<file path="src/rtl/reset_sequencer_pkg.sv">
// rtl/reset_sequencer_pkg.sv - shared types and constants for the reset sequencer
// Purpose: state encoding, lock glitch filter length and parameter clamp helper.
// Ports: none (package).
package reset_seq_pkg;

    typedef enum logic [2:0] {
        ST_IDLE      = 3'd0,
        ST_PLL_RST   = 3'd1,
        ST_LOCK_WAIT = 3'd2,
        ST_SETTLE    = 3'd3,
        ST_RELEASE   = 3'd4,
        ST_RUN       = 3'd5,
        ST_FAULT     = 3'd6
    } seq_state_e;

    // Consecutive synced-low cycles that count as a real lock loss when filtering.
    localparam int unsigned LOCK_FILTER_LEN = 4;

    // A zero-length interval would never expire on a down-counter; run it as one cycle.
    function automatic logic [31:0] at_least_one(input int unsigned v);
        return (v == 0) ? 32'd1 : v[31:0];
    endfunction

endpackage

</file>
<file path="src/rtl/reset_sequencer_lock_sync_filter.sv">
// rtl/reset_sequencer_lock_sync_filter.sv - pll_lock synchronizer with optional glitch filter
// Purpose: brings the asynchronous PLL lock into clk and flags lock loss.
//   Optional feature macro: RESET_SEQ_LOCK_FILTER_EN (loss needs LOCK_FILTER_LEN consecutive lows).
// Ports: clk, rst_in (async, active-high), pll_lock (async in),
//   lock_ok (synced lock), lock_lost (loss event as seen by the sequencer).
module lock_sync_filter
    import reset_seq_pkg::*;
(
    input  logic clk,
    input  logic rst_in,
    input  logic pll_lock,
    output logic lock_ok,
    output logic lock_lost
);

    logic [1:0] sync_q;
    logic [1:0] sync_d;

    always_comb begin
        sync_d = {sync_q[0], pll_lock};
    end

    always_ff @(posedge clk or posedge rst_in) begin
        if (rst_in) begin
            sync_q <= 2'b00;
        end else begin
            sync_q <= sync_d;
        end
    end

    assign lock_ok = sync_q[1];

`ifdef RESET_SEQ_LOCK_FILTER_EN
    localparam int unsigned LOW_W = $clog2(LOCK_FILTER_LEN);
    localparam logic [LOW_W-1:0] LOW_MAX = LOW_W'(LOCK_FILTER_LEN - 1);

    logic [LOW_W-1:0] low_cnt_q;
    logic [LOW_W-1:0] low_cnt_d;

    // Counts consecutive synced-low cycles; any high sample restarts the run.
    always_comb begin
        low_cnt_d = '0;
        if (!sync_q[1]) begin
            low_cnt_d = (low_cnt_q == LOW_MAX) ? LOW_MAX : low_cnt_q + 1'b1;
        end
    end

    always_ff @(posedge clk or posedge rst_in) begin
        if (rst_in) begin
            low_cnt_q <= '0;
        end else begin
            low_cnt_q <= low_cnt_d;
        end
    end

    // Fires on the LOCK_FILTER_LEN-th consecutive low cycle and stays while low.
    assign lock_lost = !sync_q[1] && (low_cnt_q == LOW_MAX);
`else
    assign lock_lost = !sync_q[1];
`endif

endmodule

</file>
<file path="src/rtl/reset_sequencer.sv">
// rtl/reset_sequencer.sv - supervised PLL bring-up and staggered domain reset release
// Purpose: PLL reset pulse, lock wait with timeout/retries, settle, staggered release, run.
//   Optional feature macro: RESET_SEQ_LOCK_FILTER_EN (see lock_sync_filter).
// Ports: clk, rst_in (async, active-high), wakeup (0 = restart), pll_lock (async),
//   pll_rst, domain_rst[N_DOMAINS], n_ready (0 = running), fault, retry_cnt, state_dbg.
module reset_sequencer
    import reset_seq_pkg::*;
#(
    parameter int unsigned N_DOMAINS      = 3,
    parameter int unsigned PLL_RST_CYCLES = 65536,
    parameter int unsigned LOCK_TIMEOUT   = 1048576,
    parameter int unsigned SETTLE_CYCLES  = 33554432,
    parameter int unsigned STAGGER_CYCLES = 256,
    parameter int unsigned MAX_RETRIES    = 3,
    localparam int unsigned RW = (MAX_RETRIES > 0) ? $clog2(MAX_RETRIES + 1) : 1
) (
    input  logic                 clk,
    input  logic                 rst_in,
    input  logic                 wakeup,
    input  logic                 pll_lock,
    output logic                 pll_rst,
    output logic [N_DOMAINS-1:0] domain_rst,
    output logic                 n_ready,
    output logic                 fault,
    output logic [RW-1:0]        retry_cnt,
    output logic [2:0]           state_dbg
);

    // Down-counter reload values: a state lasts (load + 1) cycles.
    localparam logic [31:0] PLL_LOAD     = at_least_one(PLL_RST_CYCLES) - 32'd1;
    localparam logic [31:0] TIMEOUT_LOAD = at_least_one(LOCK_TIMEOUT) - 32'd1;
    localparam logic [31:0] SETTLE_LOAD  = at_least_one(SETTLE_CYCLES) - 32'd1;
    localparam logic [31:0] STAGGER_V    = at_least_one(STAGGER_CYCLES);
    localparam logic [31:0] REL_LOAD     = 32'(N_DOMAINS) * STAGGER_V - 32'd1;
    localparam logic [RW-1:0] RETRY_MAX  = RW'(MAX_RETRIES);

    logic lock_ok;
    logic lock_lost;

    lock_sync_filter u_lock (
        .clk       (clk),
        .rst_in    (rst_in),
        .pll_lock  (pll_lock),
        .lock_ok   (lock_ok),
        .lock_lost (lock_lost)
    );

    seq_state_e           state_q, state_d;
    logic [31:0]          cnt_q, cnt_d;
    logic                 pll_rst_q, pll_rst_d;
    logic [N_DOMAINS-1:0] domain_rst_q, domain_rst_d;
    logic                 n_ready_q, n_ready_d;
    logic                 fault_q, fault_d;
    logic [RW-1:0]        retry_q, retry_d;

    function automatic logic [31:0] load_for(input seq_state_e s);
        case (s)
            ST_PLL_RST:   return PLL_LOAD;
            ST_LOCK_WAIT: return TIMEOUT_LOAD;
            ST_SETTLE:    return SETTLE_LOAD;
            ST_RELEASE:   return REL_LOAD;
            default:      return 32'd0;
        endcase
    endfunction

    always_comb begin
        state_d = state_q;
        retry_d = retry_q;
        cnt_d   = (cnt_q == 32'd0) ? 32'd0 : cnt_q - 32'd1;

        case (state_q)
            ST_IDLE: begin
                if (wakeup) state_d = ST_PLL_RST;
            end
            ST_PLL_RST: begin
                if (cnt_q == 32'd0) state_d = ST_LOCK_WAIT;
            end
            ST_LOCK_WAIT: begin
                // Lock is tested first so a lock arriving on the timeout edge wins.
                if (lock_ok) begin
                    state_d = ST_SETTLE;
                end else if (cnt_q == 32'd0) begin
                    retry_d = (retry_q == RETRY_MAX) ? retry_q : retry_q + 1'b1;
                    state_d = (retry_q == RETRY_MAX) ? ST_FAULT : ST_PLL_RST;
                end
            end
            ST_SETTLE: begin
                if (lock_lost)            state_d = ST_PLL_RST;
                else if (cnt_q == 32'd0)  state_d = ST_RELEASE;
            end
            ST_RELEASE: begin
                if (lock_lost)            state_d = ST_PLL_RST;
                else if (cnt_q == 32'd0)  state_d = ST_RUN;
            end
            ST_RUN: begin
                if (lock_lost) state_d = ST_PLL_RST;
            end
            ST_FAULT: begin
                state_d = ST_FAULT;
            end
            default: begin
                state_d = ST_IDLE;
            end
        endcase

        // Wakeup low overrides every other transition.
        if (!wakeup) begin
            state_d = ST_IDLE;
            retry_d = '0;
        end

        if (state_d != state_q) begin
            cnt_d = load_for(state_d);
        end
        if (state_d == ST_RUN && state_q != ST_RUN) begin
            retry_d = '0;
        end

        // Outputs are registered from the next state so they align with state_q.
        pll_rst_d = (state_d == ST_IDLE) || (state_d == ST_PLL_RST) || (state_d == ST_FAULT);
        fault_d   = (state_d == ST_FAULT);
        n_ready_d = (state_d != ST_RUN);
        domain_rst_d = '1;
        if (state_d == ST_RUN) begin
            domain_rst_d = '0;
        end else if (state_d == ST_RELEASE) begin
            // Domain i is released once (REL_LOAD - cnt) elapsed cycles reach i*STAGGER.
            for (int unsigned i = 0; i < N_DOMAINS; i++) begin
                domain_rst_d[i] = (cnt_d > REL_LOAD - i * STAGGER_V);
            end
        end
    end

    always_ff @(posedge clk or posedge rst_in) begin
        if (rst_in) begin
            state_q      <= ST_IDLE;
            cnt_q        <= 32'd0;
            pll_rst_q    <= 1'b1;
            domain_rst_q <= '1;
            n_ready_q    <= 1'b1;
            fault_q      <= 1'b0;
            retry_q      <= '0;
        end else begin
            state_q      <= state_d;
            cnt_q        <= cnt_d;
            pll_rst_q    <= pll_rst_d;
            domain_rst_q <= domain_rst_d;
            n_ready_q    <= n_ready_d;
            fault_q      <= fault_d;
            retry_q      <= retry_d;
        end
    end

    assign pll_rst    = pll_rst_q;
    assign domain_rst = domain_rst_q;
    assign n_ready    = n_ready_q;
    assign fault      = fault_q;
    assign retry_cnt  = retry_q;
    assign state_dbg  = state_q;

endmodule

</file>
<file path="config.mk">
export PLATFORM = sky130hd
export DESIGN_NAME = reset_sequencer
export DESIGN_NICKNAME = d
export VERILOG_FILES = /design/src/rtl/reset_sequencer_pkg.sv /design/src/rtl/reset_sequencer_lock_sync_filter.sv /design/src/rtl/reset_sequencer.sv
export SDC_FILE = /design/constraint.sdc
export NUM_CORES = 1
export LEC_CHECK = 0
export ABC_AREA = 1
export CAP_MARGIN = 20
export CORE_ASPECT_RATIO = 1.25
export CORE_MARGIN = 2
export CORE_UTILIZATION = 65
export DETAILED_ROUTE_END_ITERATION = 8
export GPL_ROUTABILITY_DRIVEN = 0
export PLACE_DENSITY = 0.85
export SLEW_MARGIN = 0
export SYNTH_ARGS = -nofsm -noshare
export SYNTH_HDL_FRONTEND = slang
export SYNTH_HIERARCHICAL = 1
export SYNTH_SLANG_ARGS = --single-unit
</file>
<file path="constraint.sdc">
create_clock -name clk -period 4.2 [get_ports clk]
set_input_delay 0.63 -clock clk [delete_from_list [all_inputs] [get_ports clk]]
set_output_delay 0.63 -clock clk [all_outputs]
set_load 0.01 [all_outputs]
</file>
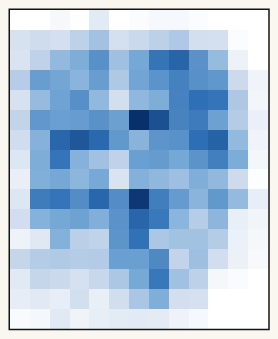
Run 1: signal metal coverage by tile
(4 px per um) 13 x 16 tiles, from white (low) to dark blue (high), scaled to the fullest tile. Values are wire area over tile area, all layers added.
The mean over all tiles is 0.23. The fullest tile reaches 0.65. 31% of the tiles are over half the peak. 9.6% of the tiles are nearly empty. The emptiest ninth of the die: south-east. The densest ninth of the die: centre.

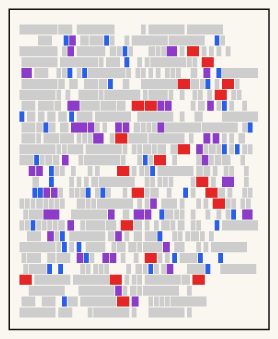
Run 1: logic cells by family
(4 px per um)
Key: purple = inverting AOI/OAI gates [cells 41]; red = XOR/XNOR gates [cells 21]; blue = inverters [cells 44, where spread over the die]
Comb area share: 50.04%
most numerous logic cell after layout: nor2_1
final non-filler cell total: 499

==> impl_metrics.yaml, run 1 <==
# implementation run metrics
run_status:
  status: "complete, no violations"
final_timing:
  setup_viol: 0
  post-route-period-util_pct: 75.16
  grt_setup_unrepaired: "false"
  fmax_ghz: 0.3168
  timing.hold.ws_ps: 360.1
  setup_slack_ps: 1043
  hold_viol: 0
  fin_tns_setup_ps: 0
  slew_headroom_pct: 50.15
  slew_violations: 0
  worst_slew_pin_slew_ps: 738.1
  fin_crit_ps: 3157
detailed_routing:
  via_count: 2751
  dr_wl_met3_um: 441
  drt_wl_total_mm: 7.087
  drt-initial-drc-count: 194
  met2_length_mm: 3.664
  via_per_inst: 5.513
  wl_per_cell_um: 14.20
  antenna_left: 0
  drt_pass1_iterations: 5
  wl_met1_mm: 2.719
  top_layer: "met4"
  drc: 0
synth:
  ys_warn_count: 6
  xor_area_share_pct: 6.174
  ys_sh_mux_pct: 0.3360
  ys_area_mm2: 0.002979
  top_cell_area_share_pct: 33.60
  synthTopCellsByArea: "dfrtp_1 34%, nor2_1 13%, nand2_1 12%, inv_1 5.3%, dfstp_2 4.4%"
  syn_avg_cell_area_um2: 7.043
  yosysUniqueCellTypes: 36
  yosys.area.top_type: "dfrtp_1"
  ys_async_sr_fraction_pct: 100.0
  syn_area_mm2: 0.002979
  postSynthSeqShare_pct: 38.01
  flop_cell: "dfrtp_1"
  fa_ha_area_share_pct: 1.260
  ys_ff: 45
  floorplan.nets: 430
  yosys_cells: 423
  synth.most_common_cell: "nor2_1"
  top_logic_kind: "simple AND/OR/NAND/NOR gates"
  edf_count: 0
  ys_top_cells_by_count: "102 x nor2_1, 96 x nand2_1, 42 x inv_1"
  simple_gate_area_share_pct: 39.06
  aoi_share_pct: 7.980
  syn_inst: 423
worst_hold_path:
  whs_path_depth: 0
  hold_end: "u_lock/sync_q[1]"
  min_path_type: "reg -> reg"
  worstHoldStart: "u_lock/sync_q[0]"
critical_path:
  r2r_setup_slack_ps: 1040
  worst-path-max-fanout: 17
  critPathRequiredTime_ps: 4420
  critPathCaptureType: "flop"
  r2r-end: "domain_rst[0]"
  start_kind: "flop"
  regToRegStartpoint: "cnt_q[0]"
  cp.arrival_ps: 3380
  r2r_cells: 21
  path_class: "reg -> reg"
power_and_ir_drop:
  power_uw: 1069
  p_leak_uw: 0.001709
  p_per_area_mw_per_mm2: 327.5
  peakVddDrop_mv: 0.2497
clocking:
  path_clk_slew_ps: 80
  cts.sinks: 45
  cts_root_buf: "clkbuf_8"
  tritoncts.num_buffers: 5
  ctsHoldBuffers: 0
  postCtsSetupRepairBufs: 0
  cts.repair.resized: 0
  cts_tree: "yes"
  ctsLongestPathBuffers: 2
  ctsHtreeMaxLevel: 2
flow_run:
  tool_warnings: 27
  cap_viol_max_count: 0
global_route:
  grt_max_degree: 44
  top_usage_layer: "met2"
  grt_use_met2_pct: 55.21
  overflow: 0
  antenna_found_initial: 0
  grt_util_all_layers_pct: 30.55
  grt_pass1_wl_mm: 11.94
  met3_usage_pct: 5.642
  met1_usage_pct: 34.85
  grt_pass1_vias: 2656
floorplanning:
  rows: 27
  io_pins: 15
  floorplan.core_util_pct: 67.83
  dieArea_mm2: 0.005144
  dieHeight_um: 79.69
  fp.dieW_um: 64.55
  core-area_mm2: 0.004392
final_layout:
  nets: 447
  mostFrequentLayoutCells: "102 x nor2_1, 96 x nand2_1, 41 x inv_1"
  fillers: 375
  n_antenna_cell: 0
  post-route-util_pct: 74.30
  area_delta_synth_final_pct: 9.534
  fin_area_mm2: 0.003263
  drive_gt1_share_pct: 10.88
placement:
  dp_slack_ps: 1080
  io_buffers: 14
  dp.cells: 491
  dp_hpwl_mm: 5.338
  post_dp_cell_area_mm2: 0.003158
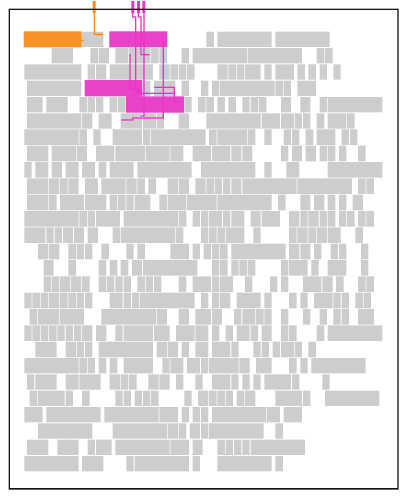
Run 1: wires at chosen ports, followed through buffers
(6 px per um)
Key: orange = `n_ready` [bits 1, direction output, edge north, end cells 1, buffers 1, wire 5.40 um]; magenta = `domain_rst` [bits 3, direction output, edge north, end cells 3, buffers 3, wire 81.2 um]

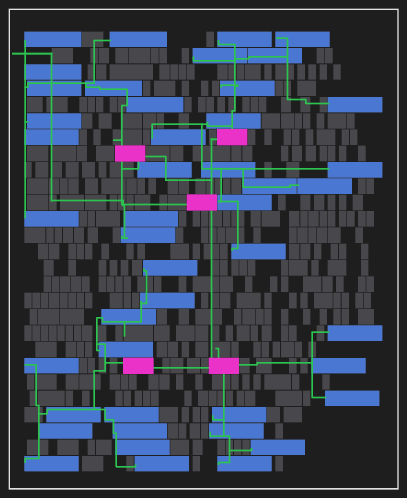
Run 1: clock distribution
(6 px per um)
Key: magenta = cells driving clock nets [count 5]; blue = flip-flops [count 45]; green = clock wires [length 524 um]
Position of the flops: spread over the die.
Clk. pwr: 304 uW
worst skew pair latency: 310 ps
Clock Power Share: 28.4%
final setup skew: 14.43 ps

[run 1: report_power, final]
| group | leakage, uW | internal, uW | switching [uW] |
|---|---|---|---|
| Combinational | 0.00108 | 90.1 | 161 |
| Clock | 0.0000549 | 152 | 152 |
| Sequential | 0.000574 | 472 | 41.0 |
[run 1: critical path: stages (launching register included)]
cell,delay [ps]
dfrtp_1,410
inv_1,110
ha_1,180
nand2_1,60
nor2_1,100
nand2_1,120
nor2_4,330
inv_1,250
nand2_1,130
nand3_2,110
nand2_4,100
nand2_2,60
nand2_2,70
nand2_4,90
inv_2,80
nand2_4,130
nand2_2,140
nand2_1,80
nor2_1,160
nand3_1,110
nor2_1,180
a21oi_1,90
[run 1: state kept, by name (all words and copies together) (netlist names)]
signal and cells:
fault 1, domain_rst 3, retry_cnt 2, pll_rst 1
n_ready 1, u_lock/sync_q 2, state_dbg 3, cnt_q 32
[run 1: worst max-delay path by stage]
stage | startpoint | endpoint | slack, ps | cells after the start
finish | cnt_q[0] | domain_rst[0] | 1040 | 21
global route | cnt_q[0] | domain_rst[0] | 740 | 21
CTS | cnt_q[0] | domain_rst[2] | 1080 | 21
detailed placement | cnt_q[0] | domain_rst[2] | 1080 | 21
global placement | cnt_q[2] | domain_rst[2] | 1220 | 11
floorplan | cnt_q[0] | domain_rst[1] | 1750 | 23
[run 1: cell type report]
| class | count | area (um^2) | share of cell area, % |
|---|---|---|---|
| Multi-Input combinational cell | 328 | 1633 | 50.04 |
| Sequential cell | 45 | 1132 | 34.70 |
| Inverter | 44 | 165.2 | 5.061 |
| Timing Repair Buffer | 16 | 155.1 | 4.755 |
| Clock buffer | 7 | 96.34 | 2.952 |
| Tap cell | 58 | 72.57 | 2.224 |
| Clock inverter | 1 | 8.758 | 0.2684 |
==> run 1 -> run 2 <==
--- a/config.mk
+++ b/config.mk
@@ -9,10 +9,10 @@
 export CAP_MARGIN = 20
 export CORE_ASPECT_RATIO = 1.25
 export CORE_MARGIN = 2
-export CORE_UTILIZATION = 65
+export CORE_UTILIZATION = 55
 export DETAILED_ROUTE_END_ITERATION = 8
 export GPL_ROUTABILITY_DRIVEN = 0
-export PLACE_DENSITY = 0.85
+export PLACE_DENSITY = 0.77
 export SLEW_MARGIN = 0
 export SYNTH_ARGS = -nofsm -noshare
 export SYNTH_HDL_FRONTEND = slang
==> constraint.sdc (replaced) <==
create_clock -name clk -period 2.55 [get_ports clk]
set_input_delay 0.3825 -clock clk [delete_from_list [all_inputs] [get_ports clk]]
set_output_delay 0.3825 -clock clk [all_outputs]
set_load 0.01 [all_outputs]
==> impl_metrics.yaml, run 2 <==
# generated from flow reports
synth:
  syn_inst: 423
  ys_area_mm2: 0.002979
  syn_area_mm2: 0.002979
  floorplan.nets: 430
  ys_top_cells_by_count: "102 x nor2_1, 96 x nand2_1, 42 x inv_1"
  ys_async_sr_fraction_pct: 100.0
  postSynthSeqShare_pct: 38.01
  edf_count: 0
  yosys_cells: 423
  synth.most_common_cell: "nor2_1"
  top_cell_area_share_pct: 33.60
  yosysUniqueCellTypes: 36
  ys_warn_count: 6
  flop_cell: "dfrtp_1"
  yosys.area.top_type: "dfrtp_1"
  synthTopCellsByArea: "dfrtp_1 34%, nor2_1 13%, nand2_1 12%, inv_1 5.3%, dfstp_2 4.4%"
  ys_ff: 45
  syn_avg_cell_area_um2: 7.043
run_status:
  haltStage: "global routing"
  firstError: "[ERROR GRT-0232] Routing congestion too high. Check the congestion heatmap in the GUI."
  status: "aborted with a tool error"
clocking:
  tritoncts.num_buffers: 5
  cts.sinks: 45
  ctsHtreeMaxLevel: 2
  ctsLongestPathBuffers: 2
  cts_root_buf: "clkbuf_8"
floorplanning:
  io_pins: 15
  rows: 29
  dieHeight_um: 86.29
  floorplan.core_util_pct: 57.82
  fp.dieW_um: 69.83
global_route:
  grt_max_degree: 44
  grt_util_all_layers_pct: 65.78
  overflow: 6
placement:
  io_buffers: 14
  post_dp_cell_area_mm2: 0.003719
  dp_hpwl_mm: 6.193
final_timing:
  crit_endpoint: "domain_rst[1]$_DFF_PP1_/D"
  worstEpCategory: "register data pin"
## run 2: metal layers
metal  global-route usage (%)  overflow
met1                    66.52         0
met2                    87.27         2
met3                    40.12         0
met4                    71.33         4
met5                    6.838         0
## run 2: timing repair
item                                    CTS
resized                                  72
cloned                                    5
buffers inserted                         16
pin swaps                                38
hold buffers                              0
endpoints found under the setup margin   21
## run 2: kinds of logic after synthesis
family                   Yosys count  synth area share [%]
AND-OR/OR-AND                     41                 7.980
AND/OR/NAND/NOR                  262                 39.06
adder cells (fa/ha/maj)            3                 1.260
XOR/XNOR                          21                 6.174
flip-flops                        45                 38.01
buffers and inverters             50                 7.181
multiplexers                       1                0.3360
## run 2: metrics by stage
step,setup slack [ps],cells,hold slack [ps]
3_5_place_dp,-278.2,569,342.6
3_3_place_gp,-188.8,569,339.6
4_1_cts,-62.17,598,262.0
2_1_floorplan,103.4,423,123.7
==> run 2 -> run 3 <==
--- a/config.mk
+++ b/config.mk
@@ -7,12 +7,11 @@
 export LEC_CHECK = 0
 export ABC_AREA = 1
 export CAP_MARGIN = 20
-export CORE_ASPECT_RATIO = 1.25
 export CORE_MARGIN = 2
-export CORE_UTILIZATION = 55
+export CORE_UTILIZATION = 40
 export DETAILED_ROUTE_END_ITERATION = 8
 export GPL_ROUTABILITY_DRIVEN = 0
-export PLACE_DENSITY = 0.77
+export PLACE_DENSITY_LB_ADDON = 0.15
 export SLEW_MARGIN = 0
 export SYNTH_ARGS = -nofsm -noshare
 export SYNTH_HDL_FRONTEND = slang
==> constraint.sdc (replaced) <==
create_clock -name clk -period 3.3 [get_ports clk]
set_input_delay 0.495 -clock clk [delete_from_list [all_inputs] [get_ports clk]]
set_output_delay 0.495 -clock clk [all_outputs]
set_load 0.01 [all_outputs]
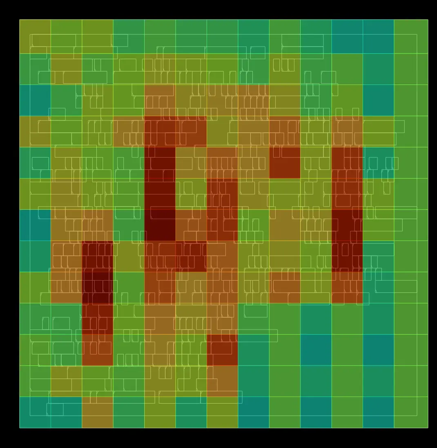
Run 3: track usage over the die
Core Util, Final: 46.90%
met1 Use GR: 26.57%
Most Crowded Layer GR: met2
drt wl/cell: 14.42 um
Tot GR Track Use: 20.32%

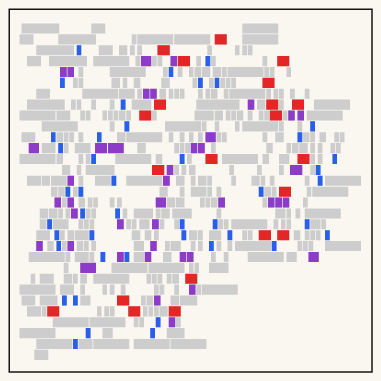
Run 3: logic cells by family
(4 px per um)
Comb area share: 48.67%
final non-filler cell total: 547

==> impl_metrics.yaml, run 3 <==
# implementation run metrics
detailed_routing:
  via_count: 2754
  dr_wl_met3_um: 309
  top_layer: "met4"
  wl_met1_mm: 3.597
  met2_length_mm: 3.830
  drc: 0
  drt-initial-drc-count: 161
  drt_wl_total_mm: 7.887
  via_per_inst: 5.035
final_timing:
  grt_setup_unrepaired: "false"
  worst_slew_pin_slew_ps: 895.2
  fin_tns_setup_ps: 0
  post-route-period-util_pct: 89.62
  slew_headroom_pct: 39.95
  setup_slack_ps: 342.5
  hold_viol: 0
  fmax_ghz: 0.3381
final_layout:
  lay_top_count: "nor2_1"
  n_antenna_cell: 0
  top_register: "cnt_q"
  drive_gt1_share_pct: 12.95
  fin_area_mm2: 0.003383
  layout.area.seq_mm2: 0.001132
  nets: 454
  fillers: 779
  largest_reg_flops: 32
  area_delta_synth_final_pct: 13.57
  logic_area_mm2: 0.001647
  mostFrequentLayoutCells: "99 x nor2_1, 96 x nand2_1, 41 x inv_1"
power_and_ir_drop:
  intPower_uw: 944.3
  p_seq_uw: 658
  power_leader: "sequential cells"
  comb_power_uw: 322
  peakVddDrop_mv: 0.2614
  seqPwrFrac_pct: 46.3
  power_uw: 1421
  sw_frac_of_total_pct: 33.53
worst_hold_path:
  min_path_type: "reg -> reg"
global_route:
  grt_pass1_wl_mm: 13.16
  antenna_found_initial: 0
  overflow: 0
  grt_pass1_vias: 2749
synth:
  ys_async_sr_fraction_pct: 100.0
  synth.most_common_cell: "nor2_1"
  syn_inst: 423
  top_cell_area_share_pct: 33.60
  syn_area_mm2: 0.002979
  synthTopCellsByArea: "dfrtp_1 34%, nor2_1 13%, nand2_1 12%, inv_1 5.3%, dfstp_2 4.4%"
  ys_area_mm2: 0.002979
  flop_cell: "dfrtp_1"
  postSynthSeqShare_pct: 38.01
  syn_avg_cell_area_um2: 7.043
  ys_warn_count: 6
  edf_count: 0
  ys_top_cells_by_count: "102 x nor2_1, 96 x nand2_1, 42 x inv_1"
  yosys_cells: 423
  floorplan.nets: 430
critical_path:
  critPathRequiredTime_ps: 3550
  critPathCaptureType: "flop"
  path_class: "reg -> reg"
  crit_path_end: "domain_rst[1]"
  regToRegStartpoint: "cnt_q[0]"
  r2r-end: "domain_rst[1]"
  cp.arrival_ps: 3210
  start_kind: "flop"
  crit_start: "cnt_q[0]"
  worst-path-max-fanout: 17
clocking:
  cts_tree: "yes"
  ctsLongestPathBuffers: 2
  cts_root_buf: "clkbuf_8"
  ctsHoldBuffers: 0
  ctsHtreeMaxLevel: 2
  insertion_delay_ps: 310
  cts.sinks: 45
  path_clk_slew_ps: 100
floorplanning:
  dieArea_mm2: 0.008154
  fp.dieW_um: 90.30
  dieHeight_um: 90.30
  floorplan.core_util_pct: 41.29
  io_pins: 15
  rows: 31
flow_run:
  tool_warnings: 27
placement:
  dp.cells: 537
  dp_hpwl_mm: 5.898
run_status:
  status: "complete, no violations"
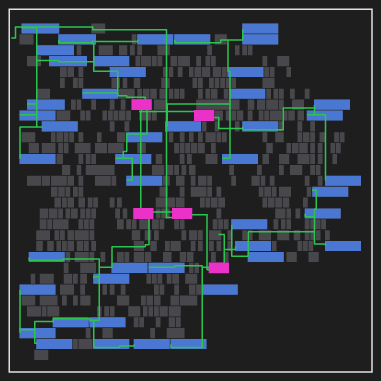
Run 3: clock distribution
(4 px per um)
Key: green = clock wires [length 689 um]; blue = flip-flops [count 45]; magenta = cells driving clock nets [count 5]
Position of the flops: spread over the die.
final setup skew: 6.648 ps
Clk. pwr: 441 uW
Clock Power Share: 31.0%

-- run 3: cell counts after synthesis --
No cell type changed its count.
-- run 3: repair_timing --
action                     4_1_cts  5_1_grt
setup endpoints to repair        0        3
resized                          0        3
buffers inserted                 0        1
-- run 3: logic make-up after synthesis --
family / after synthesis / synth area share, %
DFF: 45 / 38.01
AOI/OAI and AO/OA: 41 / 7.980
xor gates and xnor gates: 21 / 6.174
buffers and inverters: 50 / 7.181
adders and majority gates: 3 / 1.260
and+or+nand+nor: 262 / 39.06
muxes: 1 / 0.3360
-- run 3: how the worst min path moves through the flow --
stage	endpoint	slack, ps	depth (start not counted)
after floorplan	u_lock/sync_q[0]	240	1
after global placement	u_lock/sync_q[1]	340	0
after detailed placement	u_lock/sync_q[1]	350	0
after CTS	u_lock/sync_q[0]	360	2
after global routing	u_lock/sync_q[0]	390	2
final	u_lock/sync_q[1]	360	0
-- run 3: worst max-delay path, stage by stage (launching register included) --
cell	delay, ps
dfrtp_1	410
inv_1	110
ha_1	180
nand2_1	70
nor2_1	100
nand2_1	150
o21ai_0	360
nand3_1	110
nand2_1	100
nand3_2	100
nand2_2	140
nand2_2	80
nand2_4	130
inv_2	60
nand2_4	170
nor2_1	110
nor2_1	150
nand2_1	70
nor2_1	110
nand3_1	90
nand2_1	70
inv_1	40
-- run 3: routing by layer --
metal  track usage (%)  vias to the layer above
met5                 0                        -
met4             6.538                        0
met3             3.255                       17
met2             34.52                       65
met1             26.57                     1294
li1                  -                     1378
-- run 3: cell type report --
type	count	share of cell area, %
Sequential cell	45	33.47
Multi-Input combinational cell	329	48.67
Clock buffer	5	2.034
Clock inverter	3	1.368
Timing Repair Buffer	22	5.917
Tap cell	99	3.661
Inverter	44	4.882
==> run 3 -> run 4 <==
--- a/config.mk
+++ b/config.mk
@@ -6,6 +6,7 @@
 export NUM_CORES = 1
 export LEC_CHECK = 0
 export ABC_AREA = 1
+export ABC_CLOCK_PERIOD_IN_PS = 2800
 export CAP_MARGIN = 20
 export CORE_MARGIN = 2
 export CORE_UTILIZATION = 40
==> constraint.sdc (replaced) <==
create_clock -name clk -period 2.8 [get_ports clk]
set_input_delay 0.42 -clock clk [delete_from_list [all_inputs] [get_ports clk]]
set_output_delay 0.42 -clock clk [all_outputs]
set_load 0.01 [all_outputs]
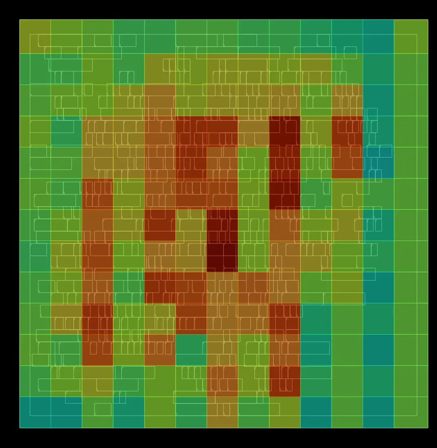
Run 4: track usage over the die
met1 Use GR: 27.47%
M2 GR Usage: 35.71%
drt wl/cell: 14.25 um

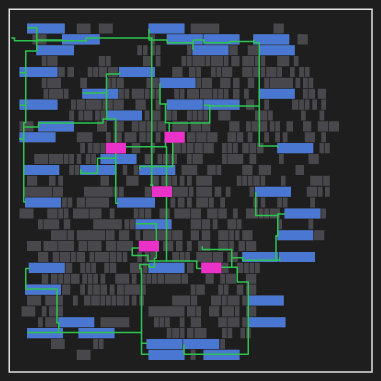
Run 4: clock distribution
(4 px per um)
Key: magenta = cells driving clock nets [count 5]; green = clock wires [length 617 um]; blue = flip-flops [count 45]
There are 6 routed clock nets. Position of the flops: spread over the die.
worst skew pair latency: 300 ps
final setup skew: 12.09 ps
Clk. pwr: 419 uW
Clock Power Share: 23.8%

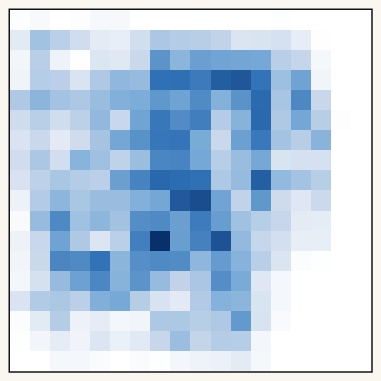
Run 4: signal metal coverage by tile
(4 px per um) 18 x 18 tiles, from white (low) to dark blue (high), scaled to the fullest tile. Values are wire area over tile area, all layers added.
22% of the tiles are nearly empty. The densest ninth of the die: centre. The mean over all tiles is 0.16. The emptiest ninth of the die: south-east. The fullest tile reaches 0.58. 22% of the tiles are over half the peak.

==> impl_metrics.yaml, run 4 <==
# implementation run metrics
synth:
  ys_ff: 45
  syn_area_mm2: 0.002979
  ys_async_sr_fraction_pct: 100.0
  top_cell_area_share_pct: 33.60
  yosys_cells: 423
  floorplan.nets: 430
  edf_count: 0
  syn_inst: 423
  syn_avg_cell_area_um2: 7.043
  ys_top_cells_by_count: "102 x nor2_1, 96 x nand2_1, 42 x inv_1"
  synthTopCellsByArea: "dfrtp_1 34%, nor2_1 13%, nand2_1 12%, inv_1 5.3%, dfstp_2 4.4%"
  yosysUniqueCellTypes: 36
  flop_cell: "dfrtp_1"
  ys_area_mm2: 0.002979
  synth.most_common_cell: "nor2_1"
  postSynthSeqShare_pct: 38.01
  yosys.area.top_type: "dfrtp_1"
  ys_warn_count: 6
placement:
  dp.cells: 563
  post_dp_cell_area_mm2: 0.003455
  dp_slack_ps: -81.27
  dp_hpwl_mm: 6.095
  io_buffers: 14
final_timing:
  fmax_ghz: 0.3704
  fin_tns_setup_ps: 0
  post-route-period-util_pct: 96.41
  hold_viol: 0
  timing.hold.ws_ps: 297.7
  setup_viol: 0
  setup_slack_ps: 100.4
  fin_crit_ps: 2700
  slew_violations: 0
  worst_slew_pin_slew_ps: 788.3
  slew_headroom_pct: 47.12
clocking:
  ctsLongestPathBuffers: 2
  cts_root_buf: "clkbuf_8"
  path_clk_slew_ps: 90
  cts.sinks: 45
  ctsHtreeMaxLevel: 2
  ctsHoldBuffers: 0
  cts_tree: "yes"
  cts.repair.resized: 5
global_route:
  grt_util_all_layers_pct: 20.85
  grt_pass1_vias: 2836
  grt_pass1_wl_mm: 13.72
  antenna_found_initial: 0
  overflow: 0
detailed_routing:
  drt-initial-drc-count: 164
  via_count: 2941
  drt_wl_total_mm: 8.463
  antenna_left: 0
  drt_pass1_iterations: 4
  dr_wl_met3_um: 346
  top_layer: "met4"
  drc: 0
  via_per_inst: 4.951
  met2_length_mm: 4.160
  wl_met1_mm: 3.791
final_layout:
  mostFrequentLayoutCells: "87 x nand2_1, 86 x nor2_1, 51 x buf_4"
  n_antenna_cell: 0
  nets: 501
  drive_gt1_share_pct: 27.27
  area_delta_synth_final_pct: 31.84
  fillers: 703
  post-route-util_pct: 54.44
  fin_cells: 594
  top_register: "cnt_q"
  lay_top_count: "nand2_1"
  fin_area_mm2: 0.003928
power_and_ir_drop:
  switchingPower_uw: 624.7
  power_leader: "sequential cells"
  comb_power_share_pct: 32.2
  power_uw: 1761
  comb_power_uw: 566
  intPower_uw: 1136
  seqPwrFrac_pct: 44.0
  p_per_area_mw_per_mm2: 448.3
  p_leak_uw: 0.002018
  peakVddDrop_mv: 0.2209
critical_path:
  start_kind: "flop"
  path_class: "reg -> reg"
  critPathCaptureType: "flop"
  critPathRequiredTime_ps: 3050
  worst-path-max-fanout: 6
floorplanning:
  core-area_mm2: 0.007214
  io_pins: 15
  dieHeight_um: 90.30
  floorplan.core_util_pct: 41.29
  dieArea_mm2: 0.008154
  rows: 31
  fp.dieW_um: 90.30
flow_run:
  tool_warnings: 27
  cap_viol_max_count: 0
run_status:
  status: "complete, no violations"
==> run 4: worst paths after layout <==
path	start	end	slack [ps]	depth (start not counted)
worst min register to register	u_lock/sync_q[0]	u_lock/sync_q[1]	360	0
worst max register to register	cnt_q[4]	domain_rst[1]	100	19
worst min-delay path	rst_in	u_lock/sync_q[0]	300	2
worst max-delay path	cnt_q[4]	domain_rst[1]	100	19
min in group clk	u_lock/sync_q[0]	u_lock/sync_q[1]	360	0
max in group asynchronous	rst_in	n_ready	1700	3
==> run 4: area by class of cell <==
class	instances	area, um^2	area share (%)
sequential	45	1135	28.89
tap	99	123.9	3.154
multi-input combinational	331	1842	46.89
clock buffer	5	68.82	1.752
inverter	44	172.7	4.396
timing repair buffer	67	563.0	14.34
clock inverter	3	22.52	0.5734
==> run 4: kinds of logic after synthesis <==
logic type	share of synthesized area (%)
adder cells (fa/ha/maj)	1.260
flip-flops	38.01
AND/OR/NAND/NOR	39.06
multiplexers	0.3360
AND-OR/OR-AND	7.980
buffers and inverters	7.181
XOR/XNOR	6.174
==> run 4: critical path, stage by stage (launching register included) <==
cell,delay [ps]
dfrtp_1,440
nor2_2,160
nand2_2,100
buf_4,150
nor2_1,100
nand2_1,70
nor2_2,180
a21oi_1,100
nand3_2,110
nand3_1,90
nand2_2,140
nand2_8,110
o21ai_4,210
nand2_1,100
nor2_1,170
inv_1,70
nor2_1,140
nand3_1,100
nand2_1,70
inv_1,40
==> run 4: per-layer routing <==
layer | track usage (%) | vias up
met3 | 2.838 | 15
met5 | 0 | -
li1 | - | 1474
met4 | 6.410 | 0
met2 | 35.71 | 71
met1 | 27.47 | 1381
Power is estimated from default activity; no workload was simulated.
